congestion_map.png
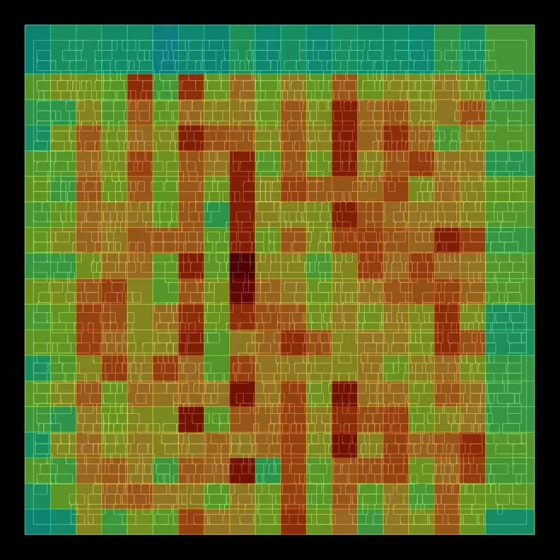
class_map.png
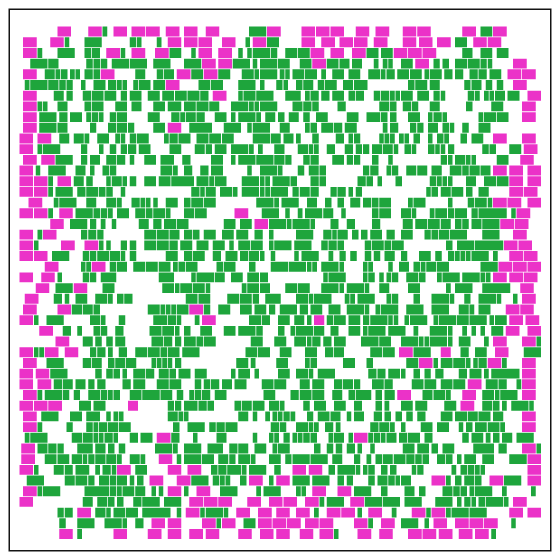
layers.png
Scale bar: 50 microns.
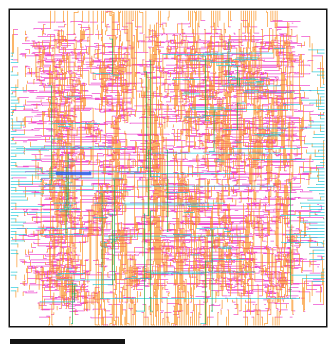
route_heat.png
Scale bar: 50 microns. The die is cut into 27 by 27 equal tiles; dark blue is low, red is high, scaled to the fullest tile. Values are wire area over tile area, all layers added.
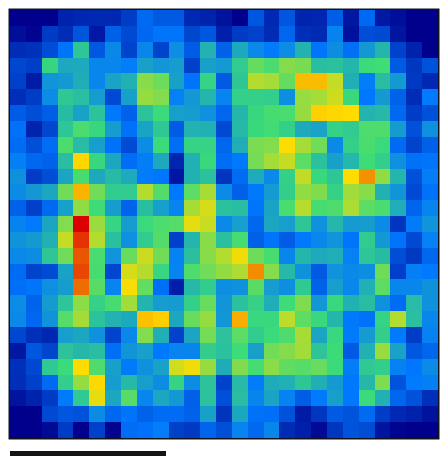
===== src/rtl/hop_cost.sv =====
// Combinational edge cost unit.
//   ax, ay, bx, by : endpoint coordinates (signed)
//   dx, dy         : |ax-bx|, |ay-by| (two's-complement negate, wraps)
//   cost           : dx + dy - 1
//   cost_1hop      : ceil(dx/2) + ceil(dy/2) - 1
// Shared with the engine's evaluation path, which is why dx/dy are exposed.
module hop_cost #(
    parameter int W = 32
) (
    input  logic signed [W-1:0] ax,
    input  logic signed [W-1:0] ay,
    input  logic signed [W-1:0] bx,
    input  logic signed [W-1:0] by,
    output logic [W-1:0]        dx,
    output logic [W-1:0]        dy,
    output logic signed [W-1:0] cost,
    output logic signed [W-1:0] cost_1hop
);

    localparam logic [W-1:0] ONE = W'(1);

    function automatic logic [W-1:0] abs_diff(input logic signed [W-1:0] p,
                                              input logic signed [W-1:0] q);
        logic signed [W-1:0] d;
        d = p - q;
        return d[W-1] ? $unsigned(-d) : $unsigned(d);
    endfunction

    function automatic logic [W-1:0] ceil_half(input logic [W-1:0] v);
        return (v >> 1) + {{(W-1){1'b0}}, v[0]};
    endfunction

    assign dx        = abs_diff(ax, bx);
    assign dy        = abs_diff(ay, by);
    assign cost      = $signed(dx + dy - ONE);
    assign cost_1hop = $signed(ceil_half(dx) + ceil_half(dy) - ONE);

endmodule


===== config.mk =====
export PLATFORM = sky130hd
export DESIGN_NAME = hop_cost
export DESIGN_NICKNAME = d
export VERILOG_FILES = /design/src/rtl/hop_cost.sv
export SDC_FILE = /design/constraint.sdc
export NUM_CORES = 1
export LEC_CHECK = 0
export CAP_MARGIN = 25
export CORE_MARGIN = 2
export CORE_UTILIZATION = 50
export DETAILED_ROUTE_END_ITERATION = 8
export PLACE_DENSITY_LB_ADDON = 0.1
export RECOVER_POWER = 100
export SYNTH_ARGS = -nofsm -noshare
export SYNTH_HDL_FRONTEND = slang
export SYNTH_SLANG_ARGS = --single-unit

===== constraint.sdc =====
create_clock -name vclk -period 28.7
set_input_delay 5.74 -clock vclk [all_inputs]
set_output_delay 5.74 -clock vclk [all_outputs]
set_load 0.1 [all_outputs]

==> results_dict.tcl <==
# place-and-route summary
set metrics [dict create \
    status "finished with violations" \
    failing_checks "capacitance limit, slew limit" \
    drv_cap 2 \
    synthMuxAreaShare_pct 0.239 \
    worst-slew-pin-transition_ns 1.86 \
    postSynthAreaPerCell_sq_um 6.71 \
    yosys.cell_types.count 75 \
    fp.coreArea_sq_um 17400 \
    nets 1796 \
    finalCritPeriodShare_pct 71.1 \
    first_iter_violations 647 \
    drc_errors 0 \
    synth_top_cell_by_area "sky130_fd_sc_hd__ha_1" \
    grt_start_max_net_pins 26 \
    combGateArea_sq_um 8070 \
    critical_path.endpoint_type "output pin" \
    setup.worst_path.start "by[12]" \
    hold_crit_class "in2out" \
    critical_path.most_common_cell "sky130_fd_sc_hd__a21oi_1" \
    setup_violations 0 \
    grt_first_pass_wirelength_mm 45.2 \
    yosys.area_share.simple_pct 19.5 \
    synth.yosys.num_cells 1326 \
    timing_hold_violations_final 0 \
    synth-area-yosys_sq_um 8900 \
    wl_mm 28.3 \
    ioPinCount 256 \
    mostFrequentLayoutCell "sky130_fd_sc_hd__inv_1" \
    hpwlAfterDp_mm 24.8 \
    synth.top_cells.by_area "sky130_fd_sc_hd__ha_1 18%, sky130_fd_sc_hd__xnor2_1 13%, sky130_fd_sc_hd__xor2_1 9.0%, sky130_fd_sc_hd__inv_1 6.9%, sky130_fd_sc_hd__a21oi_1 6.3%" \
    slew_viol_final 26 \
    cts_hold_repair.buffers 0 \
    count_of_cells_resized_by_post_cts_repair 0 \
    library_cell_with_the_highest_instance_count_after_synthesis "sky130_fd_sc_hd__inv_1" \
    drive_above_1_share_pct 1.63 \
    drt_pre_antenna_iters 5 \
    remaining_global_route_overflow 0 \
    min_delay_path_depth 5 \
    max_freq_ghz 0.0490 \
    post_synth_main_logic_family "AND-OR/OR-AND gates" \
    layout.filler_cells 1623 \
    chipHeight_microns 137 \
    postSynthSeqShare_pct 0 \
]
-- congestion_map.png (at the start) --
M1 GR Usage: 37.5%
met2 GRT Util: 52.2%
busiest layer in global routing: met2
met3 layer usage reported by global route: 3.24%
Routed WL per cell: 16.1 microns

-- class_map.png (at the start) --
green -> remaining logic cells  # cells 1274, share of their area 77%
magenta -> remaining buffers and delay cells  # cells 259, share of their area 23%

-- layers.png (at the start) --
cyan -> M3  # wire length 2140 microns
green -> M4  # wire length 698 microns
orange -> M2  # wire length 13400 microns
magenta -> M1  # wire length 12000 microns
blue -> M5  # wire length 13.8 microns

-- route_heat.png (at the start) --
mean over tiles = 0.25
fullest tile = 0.71
emptiest ninth of the die = top left
tiles over half the peak = 21%
nearly empty tiles = 2.6%

-- metrics by stage --
step                      std cells  setup slack [ns]  cell area (sq um)
after global placement         1758              9.29              11600
after detailed placement       1758              9.15              11600
after CTS                      1758              9.12              11600
after global routing           1758              7.73              11600
final                          1758              8.28              11600
after floorplan                1326             10.58               8900
-- per-layer routing --
layer / global-route usage [%] / wire length [microns]
met3: 3.24 / 2140
met1: 37.5 / 12000
met5: 0 / 13
met2: 52.2 / 13400
met4: 6.24 / 697
-- final cells by class --
class	count	share of cell area, %
inverters	163	5.30
repair buffers	259	22.4
multi-input cells	1111	69.9
well taps	225	2.44
-- logic make-up (layout without fill, tap and decap cells) --
group                    count (synthesis)  after routing
AND-OR/OR-AND                          407            407
XOR/XNOR                               226            226
adder cells (fa/ha/maj)                133            133
buffers and inverters                  215            422
multiplexers                             2              2
AND/OR/NAND/NOR                        343            343
-- worst max-delay path, delay by kind of cell --
kind                       cells  cell delay (ns)
xor gates and xnor gates       3             1.85
buffers and inverters          4             1.75
adders and majority gates      3             1.07
AOI/OAI and AO/OA             16             4.24
-- worst min-delay path by stage --
stage                from     to
floorplan           bx[0]  dx[0]
global placement    ax[0]  dx[0]
detailed placement  ax[0]  dx[0]
CTS                 ax[0]  dx[0]
global route        bx[0]  dx[0]
finish              ax[0]  dx[0]
